$ cat src/rtl/accelbrot_com_pkg.sv
// Items shared by the accelbrot datapath blocks: the default stream word
// width, the collector state encoding and the word-counter width helper.
package accelbrot_com_pkg;

  // The word-serial adder and the collector must agree on this width
  localparam int WWIDTH_DEFAULT = 34;

  // Collector states: waiting for a start word, or gathering a frame
  typedef enum logic {
    IDLE,
    COLLECT
  } state_e;

  // Width of the word counter. The legal frame length is 2..16 words,
  // so $clog2 never returns 0 here. The guard keeps odd parameter values
  // from building a zero-width counter.
  function automatic int cntWidth(input int numWords);
    return (numWords < 2) ? 1 : $clog2(numWords);
  endfunction

endpackage

$ cat src/rtl/accelbrot_com_deser.sv
// Word-serial to parallel collector. It assembles NUM_WORDS LSW-first
// stream words into one wide value and offers that value on a ready/valid
// output slot. The upstream stream cannot be stalled. Malformed framing
// therefore raises a one-cycle error pulse, and a frame that finds the slot
// still occupied is dropped and flagged with a sticky overflow bit.
module accelbrot_com_deser
  import accelbrot_com_pkg::*;
#(
  parameter int WWIDTH    = WWIDTH_DEFAULT,
  parameter int NUM_WORDS = 4
) (
  input  logic                        clk,
  input  logic                        rst,
  input  logic [WWIDTH-1:0]           d,
  input  logic                        d_start,
  input  logic                        d_valid,
  output logic [WWIDTH*NUM_WORDS-1:0] q,
  output logic                        q_valid,
  input  logic                        q_ready,
  output logic                        frm_err,
  output logic                        ovf,
  input  logic                        ovf_clr
);

  localparam int CW = cntWidth(NUM_WORDS);
  localparam int QW = WWIDTH * NUM_WORDS;
  localparam logic [CW-1:0] LAST_IDX = CW'(NUM_WORDS - 1);

  state_e                             state_q, state_d;
  logic [CW-1:0]                      cnt_q, cnt_d;
  logic [NUM_WORDS-1:0][WWIDTH-1:0]   asm_q, asm_d;
  logic [QW-1:0]                      oreg_q, oreg_d;
  logic                               qvalid_q, qvalid_d;
  logic                               frmerr_q, frmerr_d;
  logic                               ovf_q, ovf_d;
  logic                               complete;

  // Framing FSM, word capture and output-slot arbitration. The final word
  // goes straight from d into the output register, so the frame appears
  // one cycle after its last word. The word does not wait in the assembly
  // register first.
  always_comb begin
    state_d  = state_q;
    cnt_d    = cnt_q;
    asm_d    = asm_q;
    oreg_d   = oreg_q;
    qvalid_d = qvalid_q;
    frmerr_d = 1'b0;
    ovf_d    = ovf_q & ~ovf_clr;
    complete = 1'b0;

    case (state_q)
      IDLE: begin
        if (d_valid) begin
          if (d_start) begin
            asm_d[0] = d;
            cnt_d    = CW'(1);
            state_d  = COLLECT;
          end else begin
            frmerr_d = 1'b1;
          end
        end
      end
      COLLECT: begin
        if (d_valid) begin
          if (d_start) begin
            frmerr_d = 1'b1;
            asm_d[0] = d;
            cnt_d    = CW'(1);
          end else begin
            asm_d[cnt_q] = d;
            if (cnt_q == LAST_IDX) begin
              complete = 1'b1;
              cnt_d    = '0;
              state_d  = IDLE;
            end else begin
              cnt_d = cnt_q + CW'(1);
            end
          end
        end
      end
      default: state_d = IDLE;
    endcase

    if (qvalid_q && q_ready) begin
      qvalid_d = 1'b0;
    end

    if (complete) begin
      if (!qvalid_q || q_ready) begin
        oreg_d   = {d, asm_q[NUM_WORDS-2:0]};
        qvalid_d = 1'b1;
      end else begin
        ovf_d = 1'b1;
      end
    end
  end

  // State registers. Reset drops any partial frame and empties the slot.
  always_ff @(posedge clk or posedge rst) begin
    if (rst) begin
      state_q  <= IDLE;
      cnt_q    <= '0;
      asm_q    <= '0;
      oreg_q   <= '0;
      qvalid_q <= 1'b0;
      frmerr_q <= 1'b0;
      ovf_q    <= 1'b0;
    end else begin
      state_q  <= state_d;
      cnt_q    <= cnt_d;
      asm_q    <= asm_d;
      oreg_q   <= oreg_d;
      qvalid_q <= qvalid_d;
      frmerr_q <= frmerr_d;
      ovf_q    <= ovf_d;
    end
  end

  assign q       = oreg_q;
  assign q_valid = qvalid_q;
  assign frm_err = frmerr_q;
  assign ovf     = ovf_q;

endmodule
$ cat config.mk
export PLATFORM = sky130hd
export DESIGN_NAME = accelbrot_com_deser
export DESIGN_NICKNAME = d
export VERILOG_FILES = /design/src/rtl/accelbrot_com_pkg.sv /design/src/rtl/accelbrot_com_deser.sv
export SDC_FILE = /design/constraint.sdc
export NUM_CORES = 1
export LEC_CHECK = 0
export ABC_AREA = 1
export CORE_UTILIZATION = 40
export CTS_CLUSTER_DIAMETER = 120
export DETAILED_ROUTE_END_ITERATION = 12
export HOLD_SLACK_MARGIN = 0.05
export PLACE_DENSITY_LB_ADDON = 0.08
export SYNTH_ARGS = -nofsm -noshare
export SYNTH_HDL_FRONTEND = slang
export SYNTH_SLANG_ARGS = --single-unit
$ cat constraint.sdc
create_clock -name clk -period 7.1 [get_ports clk]
set_input_delay 0.71 -clock clk [delete_from_list [all_inputs] [get_ports clk]]
set_output_delay 0.71 -clock clk [all_outputs]
set_load 0.01 [all_outputs]
Figure 1. Cell classes on the final placement.
Fill, decap, tap and diode cells in gray.
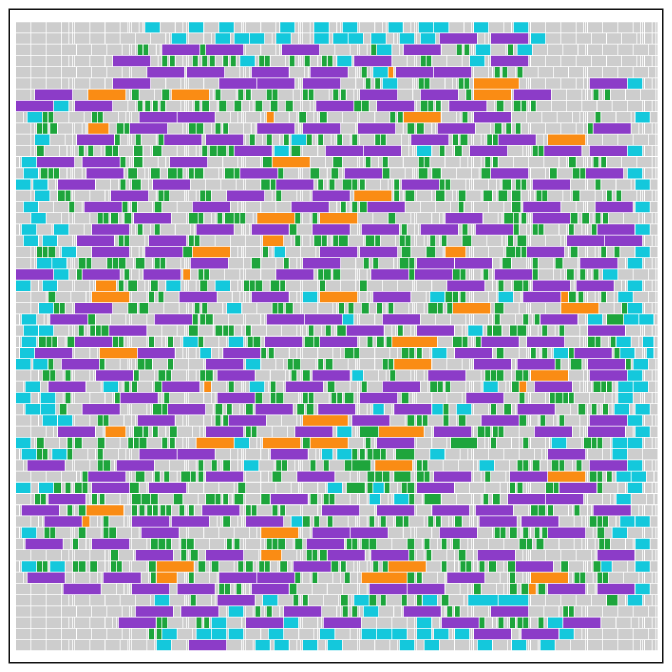
- purple: flops (cells 244; share of their area 50%)
- cyan: other buffers and delay cells (cells 192; share of their area 16%)
- green: combinational and other logic (cells 751; share of their area 27%)
- orange: clock drivers and dummy loads (cells 47; share of their area 7.8%)
Seq area share: 0.482
core area: 23700 µm²
# rows: 56
fin area: 12700 µm²

==> changes_impl.md <==
## Flow update

* Residual DRC count at 0
* DIE WIDTH at 158 µm
* Fin cells at approximately 1600
* Max Fanout on Critical Path at roughly 43
* Crit path kind: primary input to flip-flop
* Fillers at approximately 2300
* Vias in the first global route at approximately 7700
* Setup Skew at 0.0126 ns
* YS chip area at 9720 µm²
* Pre-antenna DRT Iters at 4
* HP Class: flip-flop to flip-flop
* Post-detail-place hpwl at 16500 µm
* Post-layout period usage at 0.433
* Adder-Cell Fraction of Synth Area at 0.00515
* Port buffer count at 178
* Hold Buf Count CTS at 0
* Cells after Synth at 1079
* Yosys cell count at between 1000 and 1500
* Lkg Pwr at about 6.5 nW
* Post-Synthesis Net Count at between 1000 and 1500
* Pwr Density at 436 nW/µm²
* Worst Setup End Kind: flip-flop
* GR Util All Layers at 0.223
* Post-layout min period at about 3 ns
* Max Fclk at 325 MHz
* Pin count of the biggest net entering global routing at 154
* Vias per cell at between 5 and 6
* Ant diodes at 0
* Count of state elements after synthesis at 244
* Synth cell types at 17
* Post-Syn Area at slightly below 10000 µm²
* Outcome: complete, no violations
* Ports at 179
* Setup TNS at 0 ns
* Max-slew violations at 0
* Max_cap viols at 0
* Area leader share at 0.628
* Top cells by area: dfrtp_1 (63%), nand2_1 (19%), nand3_1 (9.1%)
* Total power at 5.52 mW
* Final hold viol count at 0
* Simple-Gate Area Share at 0.325
* Syn Area/Cell at 9.01 µm²
* Via count at 7867
* Slew headroom at 0.282
* TritonCTS clock tree: yes
* Worst vdd ir at 0.202 mV
* DRT iter0 DRCs at 525
* Share of layout cells above drive strength 1 at 0.0543
* Wire per inst at between 15 and 20 µm
* Max Root-Sink Buffers at 3
* First-pass GRT wire length at 43200 µm
* Cells after DPL at 1506
* Initial antenna violation count at 0
* Post-Synth AOI/OAI Area at 0.00232
* Top logic family: simple AND/OR/NAND/NOR gates
* Nets at ~1300
* Hold_ws at 0.468 ns
* H-tree depth at 1
* Syn-to-layout area delta at 30.3%
* Top cells excl fill/tap: nand2_1 (486), dfrtp_1 (244), clkdlybuf4s50_1 (177), nand3_1 (176), nand4_1 (68)
* Required time of the critical path at 7.51 ns
* Crit path launch type: primary input
* Setup-failing EPs final at 0
* FP Util at 0.410
* Clock-pin slew on the worst setup and hold paths at 0.06 ns
* Total grt overflow at 0
* Clock buffer count from CTS at 27
* Ys Warns at 0
* Mux cell area share at 0
* RSZ-0062 raised after global routing: false
* Drt total wl at 27200 µm
* Die Span Y at around 160 µm
* XOR Share, Synth at 0
* Tool Warnings at 33
* Clk root buf: clkbuf_16
* Sink Count at 244
* Most used logic cell in the final layout: nand2_1
* Synth area leader: dfrtp_1
* Total die size at 24900 µm²
* Post-synth seq share at 0.628
* Worst-margin pin slew at ~1.1 ns
* ANT nets after route at 0
* GPL Wtd Cong at slightly below 0.8
* Clk ins delay skew pair at 0.52 ns
* Arr. time, crit path at 3.48 ns
* Cts repair resizes at 0
* Post-CTS Setup Inserts at 0
Figure 2. Signal wires on met3.
Scale bar: 50 µm.
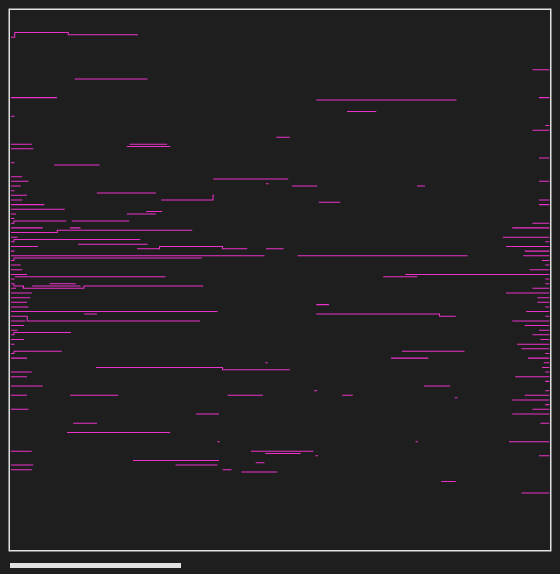
- main direction: horizontal
- longest straight run: 73.8 µm
- nets with wire on the layer: 131

==> synth_stat cells (all sizes together) <==
master  instances
a21oi           1
clkbuf         65
dfrtp         244
nor2            3
o21ai           2
ha              4
inv             8
o21bai          1
nand4          68
nand3         177
buf            19
nand2         487
==> kinds of logic after synthesis <==
group                    after synthesis
AND/OR/NAND/NOR                      735
flip-flops                           244
buffers and inverters                 92
AND-OR/OR-AND                          4
adder cells (fa/ha/maj)                4
==> area by class of cell <==
class | instances | area [µm²] | area share
Clock inverter | 12 | 185 | 0.0146
Clock buffer | 35 | 776 | 0.0613
Tap cell | 319 | 399 | 0.0315
Multi-Input combinational cell | 743 | 3260 | 0.257
Timing Repair Buffer | 192 | 1910 | 0.151
Inverter | 8 | 33.8 | 0.00267
Sequential cell | 244 | 6110 | 0.482
==> worst paths after layout <==
path                              start        end  slack, ns  cells after the start
max in group asynchronous           rst      q[85]       5.15                      3
worst min register to register   q[130]     q[130]       0.47                      2
min in group asynchronous           rst      q[27]       0.67                      2
worst min-delay path             q[130]     q[130]       0.47                      2
worst max-delay path            d_start  asm_q[67]       4.03                      7
worst max register to register  state_q  asm_q[67]       4.28                      7
==> critical path, cell delays in order <==
cell and delay [ns]:
clkdlybuf4s50_1 0.51, nor2_4 0.64, buf_4 0.54, nand3_1 0.50, buf_4 0.40, nand2_1 0.09
nand2_1 0.05
==> sequential cells by signal (all words and copies together), names as in the netlist <==
signal,count
asm_q,102
cnt_q,2
frm_err,1
ovf,1
q,136
q_valid,1
state_q,1
==> through the flow <==
| step | instance area, µm² | worst slack (ns) | util |
|---|---|---|---|
| after floorplan | 9720 | 3.19 | - |
| after global placement | 11700 | 3.55 | 0.494 |
| after detailed placement | 11700 | 3.45 | 0.494 |
| after CTS | 12700 | 4.04 | 0.535 |
| after global routing | 12700 | 3.80 | 0.535 |
| final | 12700 | 4.03 | 0.535 |
==> where the power goes <==
part | switching (mW) | leakage (nW) | total [mW] | internal (mW)
Sequential | 0.349 | 3.13 | 2.33 | 1.98
Clock | 0.559 | 0.482 | 1.50 | 0.944
Combinational | 0.847 | 2.84 | 1.68 | 0.837
==> layer usage <==
metal | share of wire | GRT usage | vias to the layer above
met3 | 0.061 | 0.0422 | 26
met5 | 0 | 0 | -
met4 | 0.016 | 0.0476 | 0
li1 | - | - | 3783
met1 | 0.45 | 0.315 | 3855
met2 | 0.47 | 0.355 | 203
No activity file was given, so power comes from the tool's default toggle rates.
